Design logit_argmax, sky130hd; sources not shown.
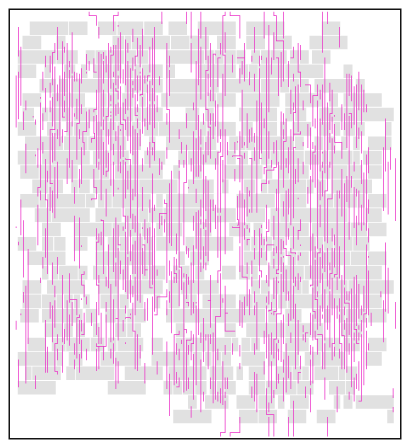
Run 1: the metal 2 layer
Cells faint in the background.
The layer carries 4,110 um of wire. The layer holds 49% of the routed length. The wires run mostly vertical. The longest straight run is 31.6 um. 425 nets have wire on it.
Total Wirelength: 8.38 mm
vias: 3,383
met2 Usage GRT: 49.5%

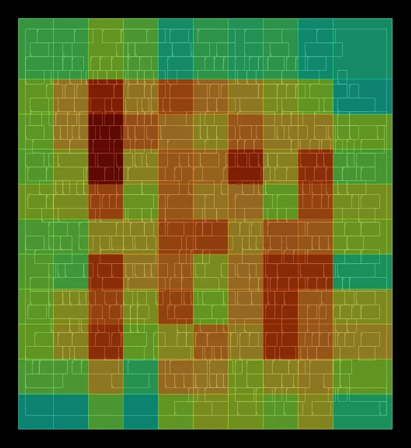
Run 1: congestion heat map
Post-Route Utilization: 74.6%
wire length per cell: 15.5 um
total global-route track usage: 28.6%
GRT met3 Usage: 5.09%
busiest grt layer: met2

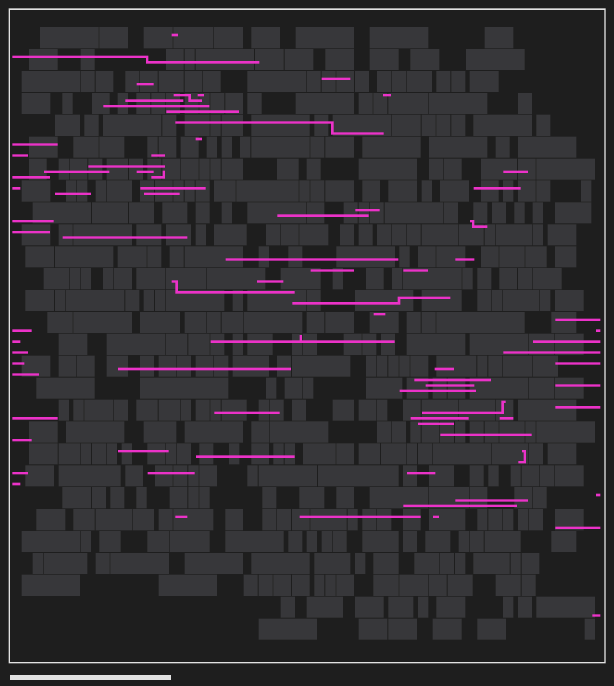
Run 1: signal wires on met3
The bar under the picture is 20 um long. Cells faint in the background.
The longest straight run is 22.5 um. The wires run mostly horizontal.

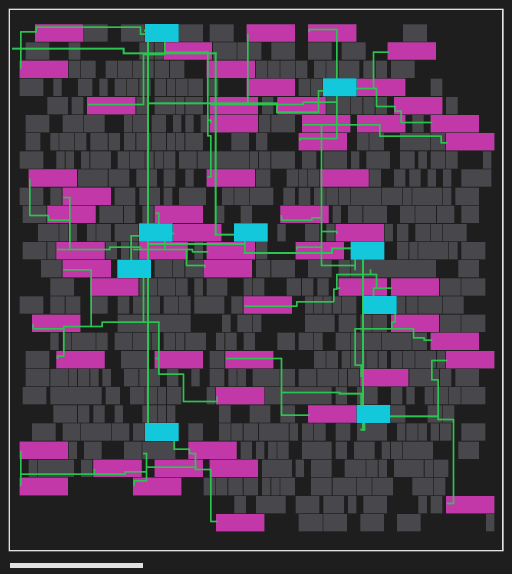
Run 1: clock wires, drivers and flops
The bar under the picture is 20 um long.
Key: green = clock wires [length 799 um]; magenta = flip-flops [count 57]; cyan = clock-net drivers [count 9]
There are 10 routed clock nets. Position of the flops: widely spread.
Late-Pin Clk Latency: 0.35 ns
Setup Skew: 0.00513 ns
clk pwr: 0.321 mW
clock network power share: 44.4%

==> impl_metrics.ini, run 1 <==
; implementation run metrics
[power_and_ir_drop]
powerDensity_mw_per_mm2 = 179
p_int_mw = 0.534
pwr-share-comb_pct = 12.7
swShare_pct = 26.2
total_power_mw = 0.724
switchingPower_mw = 0.190
peakVddDrop_mv = 0.137

[place]
port_buffers = 44

[clocking]
htreeDepth = 3
clkSlewWorstSetupHoldPaths_ns = 0.07
cts_setup_buffers = 0
cts.sinks = 57

[grt]
grt_remaining_overflow = 0
met1_usage_pct = 35.1
antenna_found_initial = 0

[logic_synthesis]
mux_share_pct = 2.35
ys_warn_count = 0
flop_cell = dfxtp_1
netlist_area_mm2 = 0.00340
ys_top_logic_family = simple AND/OR/NAND/NOR gates
ys_cells = 436
syn_nets = 476
area_leaders = dfxtp_1, nand3_1, ha_1
async_flop_share_pct = 0
syn_area_per_cell_um2 = 7.80

[sta]
setup_violations = 0
timing.final.crit_share_pct = 62.9
whs_ns = 0.480
min_period_ns = 4.78
finalHoldViolations = 0
fmax_mhz = 209
worst_slack_ns = 2.82

[outcome]
outcome = completed

[setup_path]
path_cells = clkdlybuf4s50_1, xor2_1, ha_1, a21o_1, a21oi_1, o21ai_0, a221oi_1, a2111o_1, nand4_1, nand3_1
r2r_slack_ns = 4.74
crit_family = AND-OR/OR-AND gates
worstPathArrival_ns = 5.07
start_kind = input pin
r2r_cells = 9
crit_required_ns = 7.89

[layout]
area_growth_pct = 19.1
logic_area_mm2 = 0.00205
layout_top_cell = dfxtp_1
comb_cells = 323
mostFrequentLayoutCells = dfxtp_1, nand3_1, clkdlybuf4s50_1
ff_count = 57
fin_cells = 541

[die]
taps = 75
coreArea_mm2 = 0.00543

[drt]
dr.max_layer_used = met4
dr_wl_met2_mm = 4.11
met3WireLength_um = 513
vias_per_cell = 6.25
==> run 2: changes to the inputs <==
--- a/config.mk
+++ b/config.mk
@@ -6,10 +6,10 @@
 export NUM_CORES = 1
 export LEC_CHECK = 0
 export CORE_ASPECT_RATIO = 1.1
-export CORE_UTILIZATION = 60
+export CORE_UTILIZATION = 57
 export CTS_BUF_LIST = sky130_fd_sc_hd__clkbuf_8
 export DETAILED_ROUTE_END_ITERATION = 12
-export PLACE_DENSITY = 0.86
+export PLACE_DENSITY = 0.82
 export SYNTH_ARGS = -nofsm -noshare
 export SYNTH_HDL_FRONTEND = slang
 export SYNTH_SLANG_ARGS = --single-unit
==> constraint.sdc (replaced) <==
create_clock -name clk -period 4.8 [get_ports clk]
set_input_delay 0.96 -clock clk [delete_from_list [all_inputs] [get_ports clk]]
set_output_delay 0.96 -clock clk [all_outputs]
set_load 0.05 [all_outputs]
==> run 2 against run 1 <==
Effect of this change:
- non-clock buffer count grew 3
- area after synthesis is the same
- sequential power grew 59%
==> impl_metrics.ini, run 2 <==
; implementation run metrics
[setup_path]
crit_required_ns = 5.08
path_cells = clkdlybuf4s50_1, buf_4, xor2_1, ha_1, a21o_1, a21oi_1, o21ai_0, a221oi_1, a2111o_1, buf_4, nand4_1, nand3_1
crit_family = AND-OR/OR-AND gates
start_kind = input pin
worstPathArrival_ns = 4.10
r2r_cells = 9
r2r_slack_ns = 1.59

[drt]
met3WireLength_um = 378
route.detailed.drc = 0
ant_nets = 0
vias_per_cell = 6.07
dr_wl_met2_mm = 4.24
drtIter0Drc = 340
dr.max_layer_used = met4

[grt]
use_met3_pct = 7.28
grt_remaining_overflow = 0
antenna_found_initial = 0
grt_max_degree = 36
met1_usage_pct = 33.9
grt_usage_pct = 28.5
grt_util_met2_pct = 48.5
grt.busiest_layer = met2

[logic_synthesis]
synth-seq-cells = 57
netlist.area_leader.share_pct = 33.6
top_area_cell = dfxtp_1
flop_cell = dfxtp_1
netlist_area_mm2 = 0.00340
ys_cells = 436
ys_top_logic_family = simple AND/OR/NAND/NOR gates
simple_gate_share_pct = 29.4
syn_inst = 436
yosysChipArea_mm2 = 0.00340
syn_area_per_cell_um2 = 7.80
area_leaders = dfxtp_1, nand3_1, ha_1
synth_adder_area_share_pct = 6.62
ys_warn_count = 0
mux_share_pct = 2.35
async_flop_share_pct = 0
syn_nets = 476

[power_and_ir_drop]
peakVddDrop_mv = 0.186
p_int_mw = 0.772
p_leak_nw = 1.45
clkPwrFrac_pct = 40.1
swShare_pct = 27.8
powerDensity_mw_per_mm2 = 264
pwr-share-comb_pct = 13.9
switchingPower_mw = 0.298
total_power_mw = 1.07

[layout]
fillers = 461
num_antenna_cells = 0
comb_cells = 323
layout_top_cell = dfxtp_1
fin_cells = 546
clkbuf_count = 12
final_layout_size_suffix_gt1_share_pct = 7.68
ff_count = 57
dominant-cell-class = multi-input combinational cells
largest_reg_flops = 16
mostFrequentLayoutCells = dfxtp_1, nand3_1, clkdlybuf4s50_1
ff_latch_area_mm2 = 0.00114
logic_area_mm2 = 0.00205
area_growth_pct = 19.0
buf_share_pct = 12.0
buffers = 50
fin_area_mm2 = 0.00405
utilization_pct = 70.1

[worst_hold_path]
hold_class = reg2reg
whs_path_depth = 2

[die]
taps = 77
coreArea_mm2 = 0.00577
chip_area_mm2 = 0.00628

[sta]
finalHoldViolations = 0
min_period_ns = 3.82
tns_ns = 0
whs_ns = 0.481
setup_violations = 0
timing.final.crit_share_pct = 79.6
worst_slack_ns = 0.980
rsz0062_at_grt = no
fmax_mhz = 262

[clocking]
htreeDepth = 3
clkSlewWorstSetupHoldPaths_ns = 0.07
cts_setup_buffers = 0
cts.sinks = 57
clock_latency_ns = 0.35

[place]
port_buffers = 44
gp_congestion = 0.869
dp_hpwl_mm = 5.86

[flow_run]
drv_cap = 0

[outcome]
outcome = completed
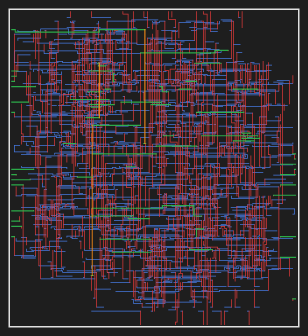
Run 2: metal layers overlaid
Key: red = M2 [wire length 4,240 um]; blue = M1 [wire length 3,780 um]; orange = M4 [wire length 83.6 um]; green = M3 [wire length 378 um]
vias: 3,314
Total Wirelength: 8.49 mm
wire length per cell: 15.5 um

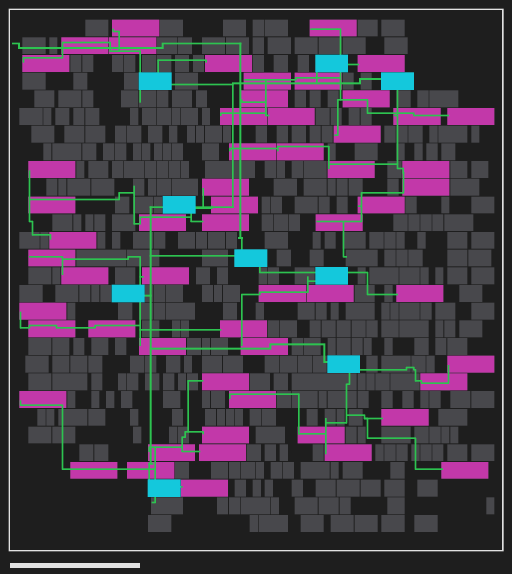
Run 2: clock wires, drivers and flops
The bar under the picture is 20 um long.
Key: cyan = clock-net drivers [count 9]; magenta = flip-flops [count 57]; green = clock wires [length 777 um]
There are 10 routed clock nets. Position of the flops: widely spread.
Setup Skew: 0.0127 ns
clk pwr: 0.429 mW

No activity file was given, so power comes from the tool's default toggle rates.
